placement.png
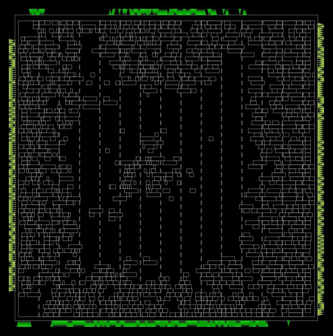
sizes.png
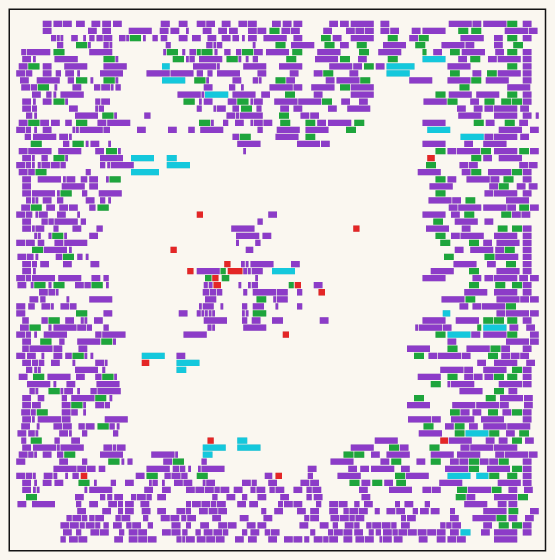
wires.png
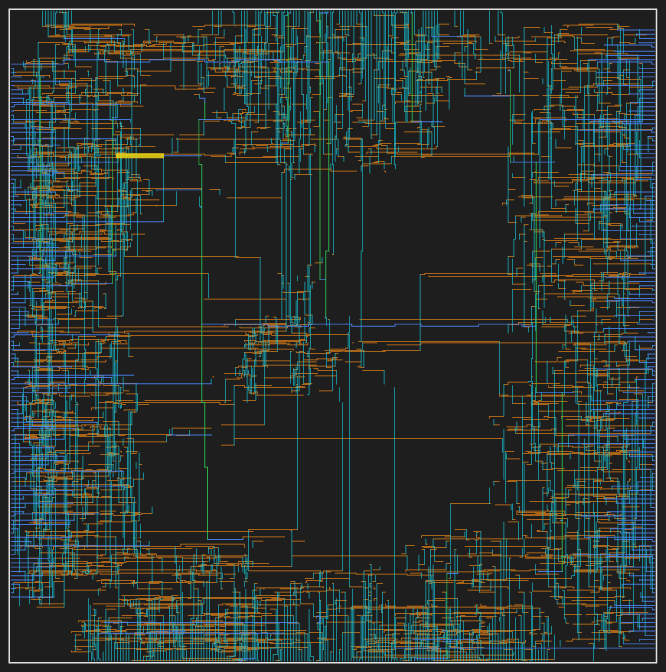
io_fan.png
Bar = 50 um.
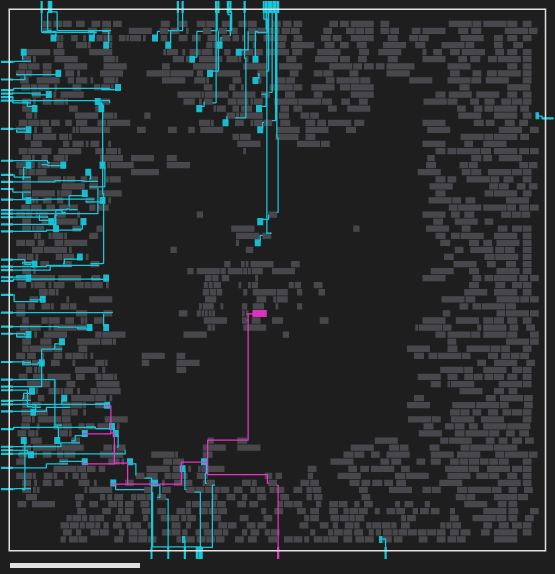
`config.mk`:
```
export PLATFORM = sky130hd
export DESIGN_NAME = mem_arbiter
export DESIGN_NICKNAME = d
export VERILOG_FILES = /design/src/rtl/mem_arbiter.sv
export SDC_FILE = /design/constraint.sdc
export NUM_CORES = 1
export LEC_CHECK = 0
export CAP_MARGIN = 10
export CORE_AREA = 2 2 204 206
export CTS_CLUSTER_DIAMETER = 80
export DETAILED_ROUTE_END_ITERATION = 10
export DIE_AREA = 0 0 206 208
export HOLD_SLACK_MARGIN = 0.08
export SLEW_MARGIN = 10
export SYNTH_ARGS = -nofsm -noshare
export SYNTH_HDL_FRONTEND = slang
export SYNTH_SLANG_ARGS = --single-unit
export TNS_END_PERCENT = 50
```
`constraint.sdc`:
```
create_clock -name CLK -period 9.7 [get_ports CLK]
set_clock_uncertainty 0.05 [all_clocks]
set_input_delay 1.94 -clock CLK [delete_from_list [all_inputs] [get_ports CLK]]
set_output_delay 1.94 -clock CLK [all_outputs]
set_load 0.03 [all_outputs]
```
`src/rtl/mem_arbiter.sv`:
```
// Two-way line-burst arbiter for the shared main-memory port.
// D side has priority; a starvation counter bounds fetch wait.
module mem_arbiter #(
  parameter int LINE_BEATS   = 4,
  parameter int BEAT_BYTES   = 8,
  parameter int ADDR_W       = 64,
  parameter int DATA_W       = 64,
  parameter int STARVE_LIMIT = 4
) (
  input  logic              CLK,
  input  logic              RESET,
  input  logic              i_req,
  input  logic [ADDR_W-1:0] i_addr,
  output logic              i_gnt,
  output logic              i_rvalid,
  output logic [DATA_W-1:0] i_rdata,
  output logic              i_done,
  input  logic              d_req,
  input  logic              d_we,
  input  logic [ADDR_W-1:0] d_addr,
  input  logic [DATA_W-1:0] d_wdata,
  output logic              d_wnext,
  output logic              d_gnt,
  output logic              d_rvalid,
  output logic [DATA_W-1:0] d_rdata,
  output logic              d_done,
  output logic              mem_req,
  output logic              mem_we,
  output logic [ADDR_W-1:0] mem_addr,
  output logic [DATA_W-1:0] mem_wdata,
  input  logic              mem_ready,
  input  logic [DATA_W-1:0] mem_rdata
);

  localparam int BW  = $clog2(LINE_BEATS);
  localparam int BSH = $clog2(BEAT_BYTES);
  localparam int OFF = $clog2(LINE_BEATS * BEAT_BYTES);
  localparam int SW  = $clog2(STARVE_LIMIT + 1);

  localparam logic [ADDR_W-1:0] LMASK =
    ~((ADDR_W'(1) << OFF) - ADDR_W'(1));
  localparam logic [SW-1:0] SLIM = SW'(STARVE_LIMIT);
  localparam logic [BW-1:0] LAST = BW'(LINE_BEATS - 1);

  typedef enum logic [1:0] {
    IDLE,
    I_BURST,
    D_BURST,
    DONE
  } state_t;

  state_t            state;
  state_t            state_nx;
  logic [BW-1:0]     beat;
  logic [SW-1:0]     starve;
  logic [ADDR_W-1:0] base;
  logic              own_d;
  logic              we;
  logic              fire;
  logic              grant_i;
  logic              grant_d;

  assign i_gnt     = (state == I_BURST);
  assign d_gnt     = (state == D_BURST);
  assign mem_req   = i_gnt | d_gnt;
  assign mem_we    = d_gnt & we;
  assign fire      = mem_req & mem_ready;
  assign d_wnext   = mem_we & mem_ready;
  assign mem_wdata = mem_we ? d_wdata : '0;
  assign i_done    = (state == DONE) && !own_d;
  assign d_done    = (state == DONE) && own_d;

  // beat offset stays inside the line, so base is never carried into
  assign mem_addr = mem_req ?
    (base | (ADDR_W'(beat) << BSH)) : '0;

  always_comb begin
    state_nx = state;
    grant_i  = 1'b0;
    grant_d  = 1'b0;
    unique case (state)
      IDLE: begin
        if (i_req && starve == SLIM) grant_i = 1'b1;
        else if (d_req)              grant_d = 1'b1;
        else if (i_req)              grant_i = 1'b1;
        if (grant_i)      state_nx = I_BURST;
        else if (grant_d) state_nx = D_BURST;
      end
      I_BURST, D_BURST: begin
        if (fire && beat == LAST) state_nx = DONE;
      end
      DONE:    state_nx = IDLE;
      default: state_nx = IDLE;
    endcase
  end

  always_ff @(posedge CLK or posedge RESET) begin
    if (RESET) begin
      state    <= IDLE;
      beat     <= '0;
      starve   <= '0;
      base     <= '0;
      own_d    <= 1'b0;
      we       <= 1'b0;
      i_rvalid <= 1'b0;
      i_rdata  <= '0;
      d_rvalid <= 1'b0;
      d_rdata  <= '0;
    end else begin
      state    <= state_nx;
      i_rvalid <= fire && i_gnt;
      d_rvalid <= fire && d_gnt && !we;
      if (fire && i_gnt) i_rdata <= mem_rdata;
      if (fire && d_gnt && !we) d_rdata <= mem_rdata;
      if (fire) beat <= beat + BW'(1);
      if (grant_i) begin
        base   <= i_addr & LMASK;
        own_d  <= 1'b0;
        we     <= 1'b0;
        beat   <= '0;
        starve <= '0;
      end
      if (grant_d) begin
        base  <= d_addr & LMASK;
        own_d <= 1'b1;
        we    <= d_we;
        beat  <= '0;
        if (i_req && starve != SLIM) starve <= starve + SW'(1);
      end
    end
  end

endmodule

```
==> flow_summary.yaml <==
# synthesis and place-and-route metrics
sta:
  slew_headroom_pct: 32.7
  setup_viol: 0
  post-route-min-period_ns: 5.45
  hold_viol: 0
place:
  portBuffers: 513
setup_path:
  reg2reg_depth: 7
  critPathKind: "input port to output pin"
  critPathLaunchType: "input port"
clocking:
  cts-hold-fix-buffers: 0
  post_cts_buffers: 0
  cts_resized: 0
  clockRootBuffer: "clkbuf_16"
floorplanning:
  rows: 74
  die_w_um: 206
  boundaryPins: 527
  initCoreUtil_pct: 23.5
  die_height_um: 208
layout:
  final_nets: 1562
  drive_above_1_share_pct: 18.4
detailed_routing:
  drt_first_iter_violations: 251
pwr:
  power_switching_uw: 2580
  peakVddDrop_mv: 0.146
  clkPwrFrac_pct: 13.1
synth:
  synth_async_sr_flop_share_pct: 100
  netlist_instances: 820
  ys_ff: 198
  synth_area_um2: 9540
min_path:
  whs_path_depth: 2
  min_from: "base[25]"
outcome:
  status: "finished clean"
## Picture notes: placement.png
core footprint: 40,600 um^2
seq_cells: 198
sequential share of cell area: 31.6%

## Picture notes: sizes.png
- purple: _0 and _1 cells (cells 1,065; share 82%; most used clkdlybuf4s50_1)
- cyan: _6 and larger (cells 27; share 2.1%; most used clkbuf_16)
- green: _2 cells (cells 196; share 15%; most used mux2_2)
- red: _3 and _4 cells (cells 17; share 1.3%; most used buf_4)

## Picture notes: wires.png
- yellow: metal 5 (wire length 13.8 um)
- orange: metal 1 (wire length 14,200 um)
- blue: metal 3 (wire length 3,400 um)
- cyan: metal 2 (wire length 15,700 um)
- green: metal 4 (wire length 691 um)
Wirelength per Cell: 18.5 um
Total GRT Usage: 15.5%
wirelength, routed: 34,000 um
via count: 8,040

## Picture notes: io_fan.png
- magenta: mem_req (bits 1; direction output; edge bottom; end cells 1; buffers 1; wire 244 um)
- cyan: mem_addr (bits 64; direction output; edge 39 left, 17 top, 7 bottom, 1 right; end cells 64; buffers 61; wire 2,020 um)

## cells by family after synthesis
| logic type | count (synthesis) | synth area share (%) |
|---|---|---|
| flops | 198 | 51.9 |
| buf+inv | 142 | 6.58 |
| mux | 130 | 15.3 |
| compound gates | 131 | 13.2 |
| other cells | 1 | 0.0393 |
| simple gates | 209 | 11.8 |
| xor+xnor | 1 | 0.0918 |
| fa+ha+maj | 8 | 1.05 |
## worst max-delay path by stage
stage	startpoint	to	depth (start not counted)
after global placement	mem_ready	d_wnext	3
after global routing	mem_ready	d_wnext	3
after CTS	mem_ready	d_wnext	3
final	mem_ready	d_wnext	3
after detailed placement	mem_ready	d_wnext	3
after floorplan	RESET	base[10]	1
## cell type report
| type | instances | share of cell area, % |
|---|---|---|
| Clock buffer | 18 | 2.80 |
| Sequential cell | 198 | 31.6 |
| Tap cell | 532 | 4.24 |
| Inverter | 68 | 1.67 |
| Antenna cell | 1 | 0.0159 |
| Multi-Input combinational cell | 482 | 25.4 |
| Timing Repair Buffer | 525 | 33.3 |
| Clock inverter | 14 | 1.04 |
## through the flow
step	cell area (um^2)	total power [uW]	hold WS, ns	worst slack, ns	instances
floorplan	9550	3580	0.409	2.31	822
global placement	15100	5030	0.416	4.20	1805
detailed placement	15100	5070	0.425	4.20	1805
CTS	15700	5850	0.442	4.19	1837
global route	15700	6090	0.466	4.18	1837
finish	15700	5760	0.444	4.25	1838
## critical path, cell delays in order
cell,delay [ns]
clkdlybuf4s50_1,0.64
and3_1,0.19
clkdlybuf4s50_1,0.68
## synthesized netlist by cell type (all sizes together), types with 2 or more instances
master | number | area share, %
dfrtp | 198 | 52
mux2 | 129 | 15
o211ai | 118 | 12
nand2 | 72 | 2.8
inv | 68 | 2.7
and3 | 66 | 4.3
and2 | 63 | 4.1
clkbuf | 45 | 1.8
buf | 29 | 2.1
ha | 8 | 1.0
o21ai | 7 | 0.37
nor2 | 2 | 0.079
o22ai | 2 | 0.13
## power groups by stage
| stage | Clock (uW) | Combinational, uW | Sequential (uW) |
|---|---|---|---|
| after floorplan | 0 | 1590 | 1990 |
| after global placement | 0 | 3560 | 1460 |
| after detailed placement | 0 | 3580 | 1480 |
| after CTS | 788 | 3590 | 1470 |
| after global routing | 814 | 3760 | 1520 |
| final | 752 | 3550 | 1460 |
## layer usage
| layer | track usage, % | part of all wire (%) | vias to the layer above |
|---|---|---|---|
| li1 | - | - | 3768 |
| met1 | 18.9 | 42 | 3913 |
| met2 | 24.9 | 46 | 324 |
| met3 | 5.87 | 10 | 33 |
| met4 | 5.27 | 2.0 | 2 |
| met5 | 0 | 0.038 | - |
## sequential cells by signal, indices dropped and copies added (netlist names), 2 cells and up
name / flops
base: 59
d_rdata: 64
i_rdata: 64
state: 2
beat: 2
starve: 3
Power is estimated from default activity; no workload was simulated.
